==> run_1/congestion_map.png <==
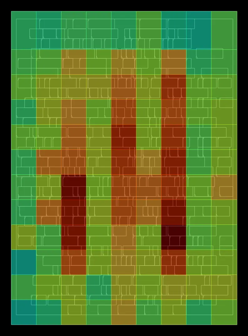
==> run_1/ff_map.png <==
Scale: 3 px per µm. Other sequential cells in the stronger gray, the rest of the logic in the fainter gray.
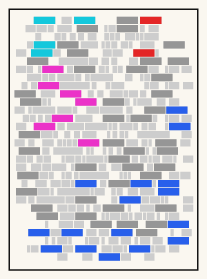
==> run_1/pinout.png <==
Scale: 6 px per µm. Pins as bars across the die edge, other pins in gray.
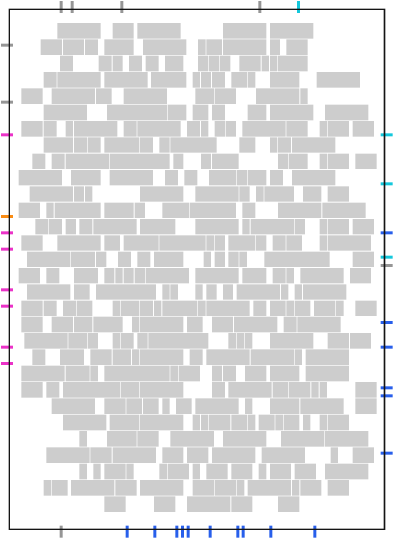
==> run_1/closeup.png <==
Window x 19 to 44, y 13 to 38 µm. Cells in gray, sequential cells in the stronger gray; small squares are vias.
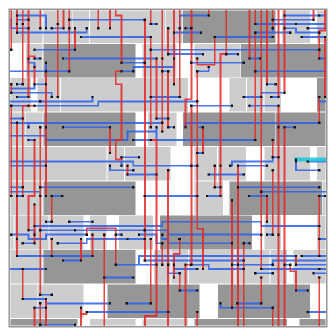
`config.mk`:
```
export PLATFORM = sky130hd
export DESIGN_NAME = seg_scan_capture_flat
export DESIGN_NICKNAME = d
export VERILOG_FILES = /design/src/rtl/seg_scan_capture_if.sv /design/src/rtl/seg_scan_capture.sv /design/src/flat_wrapper.sv
export SDC_FILE = /design/constraint.sdc
export NUM_CORES = 1
export LEC_CHECK = 0
export ABC_AREA = 0
export CAP_MARGIN = 20
export CORE_ASPECT_RATIO = 1.4
export CORE_UTILIZATION = 59
export DETAILED_ROUTE_END_ITERATION = 8
export GPL_TIMING_DRIVEN = 0
export HOLD_SLACK_MARGIN = 0.05
export PLACE_DENSITY = 0.84
export SLEW_MARGIN = 20
export SYNTH_ARGS = -nofsm -noshare
export SYNTH_HDL_FRONTEND = slang
export SYNTH_SLANG_ARGS = --single-unit
```
`constraint.sdc`:
```
create_clock -name clk_osc -period 2.9 [get_ports clk_osc]
set_input_delay 0.58 -clock clk_osc [delete_from_list [all_inputs] [get_ports clk_osc]]
set_output_delay 0.58 -clock clk_osc [all_outputs]
set_load 0.05 [all_outputs]
```
`src/rtl/seg_scan_capture_if.sv`:
```
// Display-bus bundle between a 7-segment scanner (master) and the capture monitor (slave).
interface seg_scan_capture_if;
    logic [3:0]  anode;
    logic [6:0]  eSeg;
    logic [15:0] num;
    logic        frame_valid;
    logic [3:0]  digit_err;
    logic        anode_err;
    logic        stale;

    modport master (
        output anode, eSeg,
        input  num, frame_valid, digit_err, anode_err, stale
    );

    modport slave (
        input  anode, eSeg,
        output num, frame_valid, digit_err, anode_err, stale
    );
endinterface

```
`src/rtl/seg_scan_capture.sv`:
```
// Loop-back reader for the multiplexed 4-digit 7-segment bus: filters, decodes and frames digits.
// Optional frame timeout / stale flag is built when SEG_CAPTURE_TIMEOUT_EN is defined.
module seg_scan_capture #(
    parameter int STABLE_CYCLES = 4,
    parameter int FRAME_TIMEOUT = 262144
) (
    input logic clk_osc,
    input logic reset,
    seg_scan_capture_if.slave bus
);
    localparam int CW = $clog2(STABLE_CYCLES);
    localparam logic [CW-1:0] CNT_MAX = CW'(STABLE_CYCLES - 1);

    localparam logic [0:0] COLLECT = 1'b0;
    localparam logic [0:0] COMMIT  = 1'b1;

    logic [3:0]    s_anode, p_anode;
    logic [6:0]    s_seg, p_seg;
    logic [CW-1:0] cnt, cnt_next;
    logic          armed;
    logic          changed, accept;
    logic [0:0]    state;
    logic [3:0]    seen, seen_next;
    logic [3:0]    sel;
    logic          illegal;
    logic [3:0]    dec_val;
    logic          dec_err;
    logic [15:0]   stage_num, num_r;
    logic [3:0]    stage_err, err_r;
    logic          fv_r, aerr_r;
    logic          tmo_hit;
    logic          commit;

    assign commit = (state == COMMIT);

    always_ff @(posedge clk_osc) begin
        if (reset) begin
            s_anode <= 4'hF;
            s_seg   <= 7'h00;
            p_anode <= 4'hF;
            p_seg   <= 7'h00;
        end else begin
            s_anode <= bus.anode;
            s_seg   <= bus.eSeg;
            p_anode <= s_anode;
            p_seg   <= s_seg;
        end
    end

    // One acceptance per dwell: armed drops on acceptance and only returns when the pair changes.
    always_comb begin
        changed = ({s_anode, s_seg} != {p_anode, p_seg});
        if (changed)
            cnt_next = '0;
        else if (cnt == CNT_MAX)
            cnt_next = cnt;
        else
            cnt_next = cnt + 1'b1;
        accept = !changed && armed && (cnt_next == CNT_MAX);
    end

    always_ff @(posedge clk_osc) begin
        if (reset) begin
            cnt   <= '0;
            armed <= 1'b1;
        end else begin
            cnt <= cnt_next;
            if (changed)
                armed <= 1'b1;
            else if (accept)
                armed <= 1'b0;
        end
    end

    always_comb begin
        sel     = 4'b0000;
        illegal = 1'b0;
        case (s_anode)
            4'b1110: sel = 4'b0001;
            4'b1101: sel = 4'b0010;
            4'b1011: sel = 4'b0100;
            4'b0111: sel = 4'b1000;
            4'b1111: sel = 4'b0000;
            default: illegal = 1'b1;
        endcase
    end

    always_comb begin
        dec_err = 1'b0;
        case (s_seg)
            7'b0111111: dec_val = 4'd0;
            7'b0000110: dec_val = 4'd1;
            7'b1011011: dec_val = 4'd2;
            7'b1001111: dec_val = 4'd3;
            7'b1100110: dec_val = 4'd4;
            7'b1101101: dec_val = 4'd5;
            7'b1111101: dec_val = 4'd6;
            7'b0000111: dec_val = 4'd7;
            7'b1111111: dec_val = 4'd8;
            7'b1101111: dec_val = 4'd9;
            7'b0000000: dec_val = 4'hF;
            default: begin
                dec_val = 4'hE;
                dec_err = 1'b1;
            end
        endcase
    end

    // Clears (commit or timeout) apply before the accepted digit's bit is merged in.
    always_comb begin
        seen_next = (commit || tmo_hit) ? 4'b0000 : seen;
        if (accept)
            seen_next = seen_next | sel;
    end

    always_ff @(posedge clk_osc) begin
        if (reset) begin
            state     <= COLLECT;
            seen      <= 4'b0000;
            stage_num <= 16'h0000;
            stage_err <= 4'b0000;
        end else begin
            seen <= seen_next;
            if (state == COLLECT) begin
                if (seen_next == 4'b1111)
                    state <= COMMIT;
            end else begin
                state <= COLLECT;
            end
            if (accept) begin
                for (int i = 0; i < 4; i++) begin
                    if (sel[i]) begin
                        stage_num[4*i +: 4] <= dec_val;
                        stage_err[i]        <= dec_err;
                    end
                end
            end
        end
    end

    always_ff @(posedge clk_osc) begin
        if (reset) begin
            num_r  <= 16'h0000;
            err_r  <= 4'b0000;
            fv_r   <= 1'b0;
            aerr_r <= 1'b0;
        end else begin
            fv_r   <= commit;
            aerr_r <= accept && illegal;
            if (commit) begin
                num_r <= stage_num;
                err_r <= stage_err;
            end
        end
    end

`ifdef SEG_CAPTURE_TIMEOUT_EN
    localparam int TW = $clog2(FRAME_TIMEOUT);
    localparam logic [TW-1:0] TMO_MAX = TW'(FRAME_TIMEOUT - 1);

    logic [TW-1:0] tmo_cnt;
    logic          stale_r;

    assign tmo_hit = !commit && (tmo_cnt == TMO_MAX - 1'b1);

    // Counter parks at its maximum so the seen-clear fires only once per timeout.
    always_ff @(posedge clk_osc) begin
        if (reset) begin
            tmo_cnt <= '0;
            stale_r <= 1'b0;
        end else if (commit) begin
            tmo_cnt <= '0;
            stale_r <= 1'b0;
        end else begin
            if (tmo_cnt != TMO_MAX)
                tmo_cnt <= tmo_cnt + 1'b1;
            if (tmo_hit)
                stale_r <= 1'b1;
        end
    end

    assign bus.stale = stale_r;
`else
    assign tmo_hit   = 1'b0;
    assign bus.stale = 1'b0;
`endif

    assign bus.num         = num_r;
    assign bus.digit_err   = err_r;
    assign bus.frame_valid = fv_r;
    assign bus.anode_err   = aerr_r;
endmodule

```
`src/flat_wrapper.sv`:
```
// flat-port wrapper written by rule: the top's interface ports become plain ports
module seg_scan_capture_flat 
#(
    parameter int STABLE_CYCLES = 4,
    parameter int FRAME_TIMEOUT = 262144
)
  (clk_osc, reset, bus_anode, bus_eSeg, bus_num, bus_frame_valid, bus_digit_err, bus_anode_err, bus_stale);
  seg_scan_capture_if bus_i ();
  input logic clk_osc;
  input logic reset;
  input wire logic [$bits(bus_i.anode)-1:0] bus_anode;
  input wire logic [$bits(bus_i.eSeg)-1:0] bus_eSeg;
  output wire logic [$bits(bus_i.num)-1:0] bus_num;
  output wire logic [$bits(bus_i.frame_valid)-1:0] bus_frame_valid;
  output wire logic [$bits(bus_i.digit_err)-1:0] bus_digit_err;
  output wire logic [$bits(bus_i.anode_err)-1:0] bus_anode_err;
  output wire logic [$bits(bus_i.stale)-1:0] bus_stale;
  assign bus_i.anode = bus_anode;
  assign bus_i.eSeg = bus_eSeg;
  assign bus_num = bus_i.num;
  assign bus_frame_valid = bus_i.frame_valid;
  assign bus_digit_err = bus_i.digit_err;
  assign bus_anode_err = bus_i.anode_err;
  assign bus_stale = bus_i.stale;
  seg_scan_capture #(.STABLE_CYCLES(STABLE_CYCLES), .FRAME_TIMEOUT(FRAME_TIMEOUT)) u_core (.clk_osc(clk_osc), .reset(reset), .bus(bus_i));
endmodule
```
==> Slide: Implementation Results, run 1 <==
Implementation Results

Timing
  – Fin crit share: between 70% and 80%
  – Hold slack: roughly 440 ps
  – Worst rel slew slack: between 50% and 60%
  – RSZ-0062 raised after global routing: no
  – Final Hold Fails: 0
  – Final setup viols: 0
  – Worst slew pin tran: about 730 ps
  – PnR worst setup slack: slightly above 800 ps
  – Worst Skew: 4.493 ps
  – Min Clock Period, post-route: ~2100 ps

Global routing
  – Grt total ovfl: 0
  – Initial antenna violation count: 0
  – Pin count of the biggest net entering global routing: 12
  – Total GRT Usage: ~22%
  – Grt met2 use: roughly two fifths

Setup path
  – CP Launch Type: flip-flop
  – R2R setup slack: roughly 930 ps
  – Critical Path Start: u_core.bus.num[12]
  – Top delay family on crit path: buffers and inverters
  – Setup crit end kind: output pin
  – CP peak stage delay: just over 800 ps
  – Type of the worst setup path: reg2out
  – Reg-to-reg startpoint: u_core.s_seg[6]
  – RR Endpoint: u_core.commit
  – Critical path destination: bus_num[12]
  – Worst Path Buf+Inv: 1
  – CP arrival: approximately 1500 ps
  – CP Cell Sequence: clkdlybuf4s50_1
  – Worst path depth: 1

Floorplanning
  – Die ar.: ~5400 µm²
  – Core area: between 4000 and 5000 µm²
  – Num ports: 36
  – Floorplan row count: 30
  – Core Util at FP: about three fifths
  – Taps Inserted: approximately 64

Status
  – Outcome: complete, no violations

Power and ir drop
  – Clock Power: roughly 910 µW
  – Internal: around 1.6 mW
  – Lkg Pwr: ~1.3 nW
  – Final Power: about 2.1 mW
  – Net Sw Power: between 400 and 500 µW
  – Power Combinational: 153 µW
  – Max power group: sequential cells
  – Seq pwr share: between 40% and 50%
  – Clock Power Share: between 40% and 50%
  – Combinational share of power: between 7 and 8%
  – Net Sw Frac: roughly a fifth
  – PwrDens: about 570 nW/µm²
  – Worst vdd ir: roughly 380 µV

Routing
  – Highest Signal Layer: met4
  – WL met2: around 2.8 mm
  – Metal-1 WL: 2.277 mm
  – Final wirelength: approximately 5.3 mm
  – Vias: between 2k and 2.5k
  – Routed wl met3: 119 µm
  – Antenna viol nets, final: 0

Final layout
  – Area-dominant class: flip-flops and latches
  – Most frequent logic cell in the layout: dfxtp_1
  – Layout fillers: between 300 and 400
  – Final instance area: between 3000 and 4000 µm²
  – Fin cells: slightly below 400
  – Number of logic gates: between 150 and 200
  – Non-clock buffer share: 12.29%
  – Share of layout cells above drive strength 1: 17.96%
  – Synthesis-to-finish area growth: 21.62%
  – Non-clock buffers: roughly 54
  – Flops: just over 70
  – CLK BUF: 13
  – Inverters: 4
  – Comb/total area: approximately two fifths
  – Nets: roughly 340

Clocking
  – H-tree depth: 3
  – Num CTS Buffers: 9
  – Max clock buf depth: 2
  – Root buffer cell: clkbuf_8
  – CTS tree: built
  – # hold bufs at CTS: 0
  – CTS resizes: 0
  – Total clock sinks: ~72
  – Clk slew on worst S/H paths: approximately 70 ps
  – Latency at later pin: 340 ps

Synthesis
  – Most frequent cell after synthesis: dfxtp_1
  – Synth unique cells: 48
  – Yosys top cell by area: dfxtp_1
  – Post-synth EDFFs: 0
  – Main synth FF type: dfxtp_1
  – Ys cells: between 200 and 300
  – Syn Area/Cell: between 10 and 15 µm²
  – Synth top cells by count: dfxtp_1 (72), nor2_1 (43), mux2i_1 (24), nor2b_1 (15), nand3_1 (11)
  – YS chip area: roughly 3000 µm²
  – Area of the mapped netlist: ~3000 µm²
  – YS warnings: 0
  – Synth Instances: approximately 290
  – Flops out of synthesis: just over 70
  – Async SR Flop Fraction: 0%

Run
  – OpenROAD warnings: 26
  – Max-Cap Viols: 0

Worst hold path
  – Worst Hold Launch: u_core.cnt[0]
  – Hold Path Depth: 1
  – Worst hold path class: reg2reg
  – Hold endpoint: u_core.cnt[0]

Placed design
  – Final Wtd Congestion: approximately 0.81
  – HPWL after DPL: ~3.7 mm
  – Placed inst area: 3415 µm²
  – DP Worst Slack: roughly 960 ps
About congestion_map.png:
busiest grt layer: met2
Final Util: 74.87%

About ff_map.png:
| color | signal | placed flops |
|---|---|---|
| magenta | u_core.p_seg | 7 |
| cyan | u_core.s_anode | 4 |
| blue | u_core.bus.num | 16 |
| red | u_core.cnt | 2 |
not colored: 43
Seq area share: 39.45%
sequential cell area: 1441 µm²
sequential cell power: 1.01 mW

About pinout.png:
| color | port | pins | direction | edge |
|---|---|---|---|---|
| cyan | bus_digit_err | 4 | output | 3 right, 1 top |
| blue | bus_num | 16 | output | 10 bottom, 6 right |
| magenta | bus_eSeg | 7 | input | left |
| orange | reset | 1 | input | left |
all pins by edge: 11 bottom, 10 left, 10 right, 5 top
IO Port Bufs: 33
die width: 62.31 µm
Die Span Y: 86.43 µm

About closeup.png:
| color | layer |
|---|---|
| blue | M1 |
| red | M2 |
| cyan | M3 |
cells with their middle in the window: 50
sequential cells in the window: 12
netlist names of flops here include: u_core.stage_num (8), u_core.bus.num (3)
most frequent: dfxtp_1 (12), nor2_1 (10)

## run 1: cells by family after synthesis
kind of cell,count (synthesis),synth area share (%)
muxes,24,7.997
DFF,72,47.98
AOI/OAI and AO/OA,37,9.039
buffers and inverters,25,4.456
other,1,0.1248
and+or+nand+nor,115,23.16
xor gates and xnor gates,12,7.247
## run 1: flip-flops by register name (all words and copies together), names as in the netlist
| name | cells |
|---|---|
| u_core.bus.anode_err | 1 |
| u_core.s_seg | 7 |
| u_core.commit | 1 |
| u_core.s_anode | 4 |
| u_core.stage_num | 16 |
| u_core.bus.frame_valid | 1 |
| u_core.seen | 4 |
| u_core.cnt | 2 |
| u_core.bus.num | 16 |
| u_core.p_seg | 7 |
| u_core.bus.digit_err | 4 |
| u_core.p_anode | 4 |
| u_core.armed | 1 |
| u_core.stage_err | 4 |
==> run_1/gates.png <==
Scale: 3 px per µm.
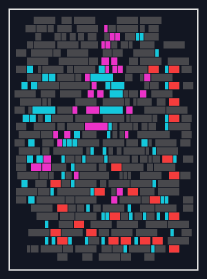

--- run 2 (diff from run 1) ---
- CORE_UTILIZATION: 59 -> 50
- PLACE_DENSITY: 0.84 -> 0.76
- clock period: 2.9 -> 1.9 ns (I/O delays scaled with it)
==> run_2/gates.png <==
Scale: 3 px per µm.
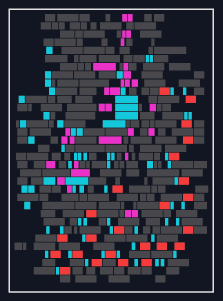
| color | family | cells | most used |
|---|---|---|---|
| red | mux cells | 24 | mux2i_1 |
| cyan | nor cells | 67 | nor2_1 |
| magenta | nand cells | 30 | nand3_1 |
Comb/total area: 39.50%
fin cells: 408
most frequent logic cell in the layout: dfxtp_1

==> run 2 against run 1 <==
  * Clock skew rose by 3.2 ps
  * Combinational power rose by 64%
  * First-iteration DRC count rose by 28%
  * Count of clock-buffer cells in the layout fell by 3
  * Final cell count rose by 2.5%
  * Hold slack improved by 8.0 ps
  * Flip-flop count did not move
  * Design area rose by 3.4%
  * Non-clock buffer count rose by 3
  * Sequential power rose by 53%
  * Die size rose by 17%
  * Global-route usage fell by 4.0 points
  * Critical path type unchanged
==> Slide: Implementation Results, run 2 <==
Implementation Results

Status
  – Outcome: complete, no violations (unchanged)

Timing
  – PnR worst setup slack: 21.46 ps (was 809.0 ps)
  – Final setup viols: 0 (unchanged)
  – Worst slew pin tran: 732.5 ps (was 727.9 ps)
  – Worst Skew: 7.710 ps (was 4.493 ps)
  – Final Hold Fails: 0 (unchanged)
  – Min Clock Period, post-route: ~1900 ps

Synthesis
  – Dominant kind of combinational cell: simple AND/OR/NAND/NOR gates (unchanged)
  – YS warnings: 0 (unchanged)
  – Simple-gate portion of the synthesized area: 23.16% (unchanged)
  – Synth mux share: 7.997% (unchanged)
  – Area of the mapped netlist: 3004 µm² (unchanged)
  – Adders+Majority by Area: 0% (unchanged)
  – Yosys top cell by area: dfxtp_1 (unchanged)
  – Flops out of synthesis: 72 (unchanged)
  – Ys cells: 286 (unchanged)
  – Async SR Flop Fraction: 0% (unchanged)
  – Syn Area/Cell: 10.50 µm² (unchanged)
  – Most frequent cell after synthesis: dfxtp_1 (unchanged)
  – Synth Area in XOR/XNOR: 7.247% (unchanged)
  – YS chip area: 3004 µm² (unchanged)
  – Synth top cells by count: dfxtp_1 (72), nor2_1 (43), mux2i_1 (24), nor2b_1 (15), nand3_1 (11) (unchanged)
  – Compound Share, Synth: 9.038% (unchanged)
  – Synth unique cells: 48 (unchanged)

Final layout
  – Non-clock buffers: 57 (was 54)
  – Non-clock buffer share: 13.35% (was 12.29%)
  – Flops: 72 (unchanged)
  – Layout fillers: 456 (was 349)
  – Inverters: 4 (unchanged)
  – Final instance area: 3776 µm² (was 3654 µm²)
  – Number of logic gates: 189 (unchanged)
  – Synthesis-to-finish area growth: 25.70% (was 21.62%)
  – Nets: 346 (was 343)
  – Share of layout cells above drive strength 1: 19.82% (was 17.96%)
  – Area-dominant class: multi-input combinational cells (was flip-flops and latches)

Power and ir drop
  – Clock Power: 1.42 mW (was 913 µW)
  – Net Sw Frac: 22.01% (was 20.84%)
  – Lkg Pwr: 1.475 nW (was 1.267 nW)
  – Internal: 2.513 mW (was 1.648 mW)
  – Seq pwr share: 48.1% (was 48.8%)
  – Worst vdd ir: 769.6 µV (was 376.1 µV)
  – Net Sw Power: 709.4 µW (was 433.9 µW)
  – Power Combinational: 251 µW (was 153 µW)
  – Max power group: sequential cells (unchanged)
  – Sequential cell power: 1.55 mW (was 1.01 mW)
  – Combinational share of power: 7.8% (was 7.4%)
  – PwrDens: 853.3 nW/µm² (was 569.7 nW/µm²)

Routing
  – WL met2: 2.807 mm (was 2.793 mm)
  – Vias: 2094 (was 2097)
  – Highest Signal Layer: met4 (unchanged)
  – Metal-1 WL: 2.284 mm (was 2.277 mm)
  – Final wirelength: 5.413 mm (was 5.345 mm)

Setup path
  – CP Launch Type: flip-flop (unchanged)
  – CP arrival: 1500 ps (was 1510 ps)
  – Reg-to-reg startpoint: u_core.s_seg[3] (was u_core.s_seg[6])
  – CP Cell Sequence: clkdlybuf4s50_1 (unchanged)
  – R2R setup slack: 100 ps (was 930 ps)
  – Top delay family on crit path: buffers and inverters (unchanged)
  – Worst Path Buf+Inv: 1 (unchanged)
  – RR Endpoint: u_core.stage_num[1] (was u_core.commit)
  – Setup crit end kind: output pin (unchanged)

Run
  – OpenROAD warnings: 26 (unchanged)
  – Max-Cap Viols: 0 (unchanged)

Placed design
  – HPWL after DPL: 3.710 mm (was 3.741 mm)
  – Placed inst area: 3422 µm² (was 3415 µm²)
  – Final Wtd Congestion: 0.8477 (was 0.8087)
  – IO Port Bufs: 33 (unchanged)

Global routing
  – Grt met2 use: 29.54% (was 38.26%)
  – Busiest grt layer: met2 (unchanged)
  – Pin count of the biggest net entering global routing: 13 (was 12)
  – Total GRT Usage: 18.49% (was 22.48%)
  – Grt total ovfl: 0 (unchanged)
  – Initial antenna violation count: 0 (unchanged)

Floorplanning
  – Die ar.: 6327 µm² (was 5385 µm²)
  – Core Util at FP: 51.60% (was 61.56%)
  – Die Span Y: 93.72 µm (was 86.43 µm)
  – Die width: 67.51 µm (was 62.31 µm)
  – Core area: 5822 µm² (was 4880 µm²)

Clocking
  – CTS tree: built (unchanged)
  – Latency at later pin: 360 ps (was 340 ps)
  – Clk slew on worst S/H paths: 70 ps (about the same)
  – Num CTS Buffers: 9 (unchanged)
  – # hold bufs at CTS: 0 (unchanged)
  – Total clock sinks: 72 (unchanged)
  – H-tree depth: 3 (unchanged)

Worst hold path
  – Worst Hold Launch: u_core.cnt[0] (unchanged)
  – Worst hold path class: reg2reg (unchanged)
==> run_2/congestion_map.png <==
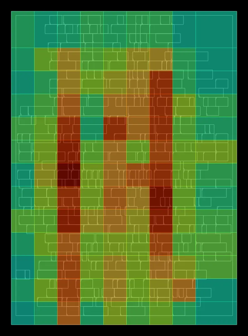
met3 Track Usage GR: 2.913%
average wire per standard cell: 13.27 µm

run 2: cell count changes in the layout (fill, tap and decap cells not counted), moves of 2 or more:
cell             previous run  this run
buf_2                       5         2
nor4_4                      3         5
buf_4                       3         7
nor4_2                      2         0
clkinv_2                    0         2
dlymetal6s2s_1              0         9
clkdlybuf4s50_1            33        23
clkbuf_8                   13         9
run 2: how the worst max path moves through the flow:
stage,from,endpoint,cells past startpoint
after floorplan,u_core.s_seg[3],u_core.stage_num[10],6
after global placement,u_core.s_seg[6],u_core.commit,5
after detailed placement,u_core.s_seg[6],u_core.commit,5
after CTS,u_core.bus.num[12],bus_num[12],1
after global routing,u_core.s_seg[3],u_core.stage_num[2],7
final,u_core.bus.digit_err[3],bus_digit_err[3],1
==> run_2/ff_map.png <==
Scale: 3 px per µm. Other sequential cells in the stronger gray, the rest of the logic in the fainter gray.
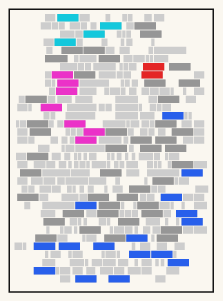

--- run 3 (diff from run 2) ---
- CORE_UTILIZATION: 50 -> 59
- PLACE_DENSITY: 0.76 -> 0.84
- clock period: 1.9 -> 2.2 ns (I/O delays scaled with it)
==> run_3/ff_map.png <==
Scale: 3 px per µm. Other sequential cells in the stronger gray, the rest of the logic in the fainter gray.
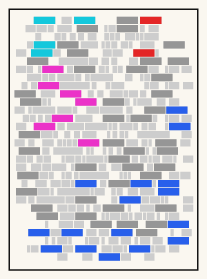
| color | signal | placed flops |
|---|---|---|
| cyan | u_core.s_anode | 4 |
| magenta | u_core.p_seg | 7 |
| blue | u_core.bus.num | 16 |
| red | u_core.cnt | 2 |
not colored: 43
sequential cell power: 1.34 mW

==> run 3 against run 2 <==
  * Die size is 15% lower
  * Clock skew is 3.2 ps lower
  * Synthesized cell count stayed put
  * First-iteration DRC count is 22% lower
  * Sequential power is 14% lower
  * Critical path depth is 4 higher
  * Critical endpoint is now u_core.commit
  * Largest cell class is now flip-flops and latches
  * Highest routed layer unchanged
==> Slide: Implementation Results, run 3 <==
Implementation Results

Status
  – Outcome: complete, no violations (unchanged)

Timing
  – RSZ-0062 raised after global routing: no
  – Final setup viols: 0 (unchanged)
  – Worst slew pin tran: 727.9 ps (was 732.5 ps)
  – Worst rel slew slack: 51.47% (was 51.16%)
  – Worst Skew: 4.493 ps (was 7.710 ps)
  – Min Clock Period, post-route: 1975 ps
  – Hold slack: 436.5 ps (was 444.6 ps)
  – Final Hold Fails: 0 (unchanged)
  – Fin crit share: 89.76%
  – Slew Limit Fails: 0 (unchanged)

Global routing
  – Pin count of the biggest net entering global routing: 12 (was 13)
  – Grt total ovfl: 0 (unchanged)
  – Busiest grt layer: met2 (unchanged)
  – Total GRT Usage: 22.48% (was 18.49%)
  – Initial antenna violation count: 0 (unchanged)

Worst hold path
  – Worst Hold Launch: u_core.cnt[0] (unchanged)
  – Hold Path Depth: 1 (unchanged)
  – Hold endpoint: u_core.cnt[0] (unchanged)

Routing
  – Vias: 2097 (was 2094)
  – Final wirelength: 5.345 mm (was 5.413 mm)
  – Antenna viol nets, final: 0 (unchanged)
  – WL met2: 2.793 mm (was 2.807 mm)
  – Routed wl met3: 119 µm (was 150 µm)
  – Metal-1 WL: 2.277 mm (was 2.284 mm)
  – Average wire per standard cell: 13.43 µm (was 13.27 µm)
  – Highest Signal Layer: met4 (unchanged)

Final layout
  – MI comb area: 1429 µm² (was 1491 µm²)
  – Synthesis-to-finish area growth: 21.62% (was 25.70%)
  – Number of logic gates: 189 (unchanged)
  – Sequential cell area: 1441 µm² (was 1443 µm²)
  – Flops: 72 (unchanged)
  – Non-clock buffer share: 12.29% (was 13.35%)
  – Area-dominant class: flip-flops and latches (was multi-input combinational cells)
  – Comb/total area: 39.11% (was 39.50%)
  – Share of layout cells above drive strength 1: 17.96% (was 19.82%)
  – Nets: 343 (was 346)
  – CLK BUF: 13 (was 10)
  – Inverters: 4 (unchanged)
  – Top Layout Cells: dfxtp_1 (72), nor2_1 (43), clkdlybuf4s50_1 (33), mux2i_1 (24), nor2b_1 (15) (was dfxtp_1 (71), nor2_1 (43), mux2i_1 (24), clkdlybuf4s50_1 (23), nor2b_1 (15))
  – Layout fillers: 349 (was 456)
  – Seq area share: 39.45% (was 38.20%)
  – Most frequent logic cell in the layout: dfxtp_1 (unchanged)

Placed design
  – Final Wtd Congestion: 0.8087 (was 0.8477)
  – DP Worst Slack: 262.0 ps (was -40.60 ps)
  – HPWL after DPL: 3.741 mm (was 3.710 mm)
  – IO Port Bufs: 33 (unchanged)

Setup path
  – Critical path destination: u_core.commit (was bus_digit_err[3])
  – R2R setup slack: 230 ps (was 100 ps)
  – RR Endpoint: u_core.commit (was u_core.stage_num[1])
  – Setup crit end kind: flip-flop (was output pin)
  – Reg2reg path depth: 5 (was 7)
  – CP peak stage delay: 620 ps (was 800 ps)
  – Type of the worst setup path: reg2reg (was reg2out)
  – Critical Path Start: u_core.s_seg[6] (was u_core.bus.digit_err[3])
  – Reg-to-reg startpoint: u_core.s_seg[6] (was u_core.s_seg[3])
  – CP arrival: 2240 ps (was 1500 ps)
  – CP Launch Type: flip-flop (unchanged)
  – CP Cell Sequence: xnor2_2 > nand4_2 > nor4_4 > o21bai_2 > a211oi_2 (was clkdlybuf4s50_1)

Synthesis
  – Compound Share, Synth: 9.038% (unchanged)
  – Syn Area/Cell: 10.50 µm² (unchanged)
  – YS chip area: 3004 µm² (unchanged)
  – Yosys top cell by area: dfxtp_1 (unchanged)
  – Post-synth EDFFs: 0 (unchanged)
  – Synth unique cells: 48 (unchanged)
  – Synth Instances: 286 (unchanged)
  – Main synth FF type: dfxtp_1 (unchanged)
  – Dominant kind of combinational cell: simple AND/OR/NAND/NOR gates (unchanged)
  – Async SR Flop Fraction: 0% (unchanged)
  – Synth top cells by count: dfxtp_1 (72), nor2_1 (43), mux2i_1 (24), nor2b_1 (15), nand3_1 (11) (unchanged)
  – Simple-gate portion of the synthesized area: 23.16% (unchanged)
  – Flops out of synthesis: 72 (unchanged)
  – Synth Area in XOR/XNOR: 7.247% (unchanged)
  – Ys cells: 286 (unchanged)
  – Adders+Majority by Area: 0% (unchanged)
  – Synth mux share: 7.997% (unchanged)
  – YS warnings: 0 (unchanged)
  – Area of the mapped netlist: 3004 µm² (unchanged)

Clocking
  – Root buffer cell: clkbuf_8 (unchanged)
  – Num CTS Buffers: 9 (unchanged)
  – Total clock sinks: 72 (unchanged)
  – H-tree depth: 3 (unchanged)
  – CTS resizes: 0 (was 2)
  – Latency at later pin: 340 ps (was 360 ps)
  – CTS tree: built (unchanged)
  – Max clock buf depth: 2 (unchanged)
  – # hold bufs at CTS: 0 (unchanged)
  – Clk slew on worst S/H paths: 70 ps (about the same)

Floorplanning
  – Num ports: 36 (unchanged)
  – Floorplan row count: 30 (was 33)
  – Taps Inserted: 64 (was 70)
  – Die width: 62.31 µm (was 67.51 µm)
  – Core area: 4880 µm² (was 5822 µm²)
  – Die Span Y: 86.43 µm (was 93.72 µm)
  – Die ar.: 5385 µm² (was 6327 µm²)

Run
  – OpenROAD warnings: 26 (unchanged)
  – Max-Cap Viols: 0 (unchanged)

Power and ir drop
  – Final Power: 2.744 mW (was 3.222 mW)
  – PwrDens: 751.0 nW/µm² (was 853.3 nW/µm²)
  – Lkg Pwr: 1.267 nW (was 1.475 nW)
  – Worst vdd ir: 495.8 µV (was 769.6 µV)
==> run_3/congestion_map.png <==
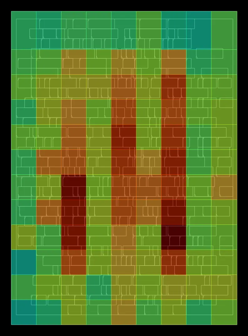
met3 Track Usage GR: 3.553%
grt met2 use: 38.26%

run 3: cell counts after synthesis:
Identical to the previous run, type by type.
run 3: worst max-delay path, delay by kind of cell (launching register included):
kind | cells | cell delay [ps]
AND-OR/OR-AND | 2 | 390
XOR/XNOR | 1 | 170
flip-flops | 1 | 510
AND/OR/NAND/NOR | 2 | 820
run 3: per-stage QoR:
step / area (µm²) / util (%) / std cells
finish: 3654 / 74.87 / 398
global route: 3654 / 74.87 / 398
CTS: 3654 / 74.87 / 398
detailed placement: 3415 / 69.97 / 383
global placement: 3415 / 69.97 / 383
floorplan: 3004 / - / 286
run 3: power by group:
part	switching, mW	leakage, nW	internal, mW
registers	0.0156	0.585	1.32
logic	0.108	0.560	0.0935
clock network	0.448	0.122	0.756
Power figures rest on the tool's default switching activity, not on a simulated workload.
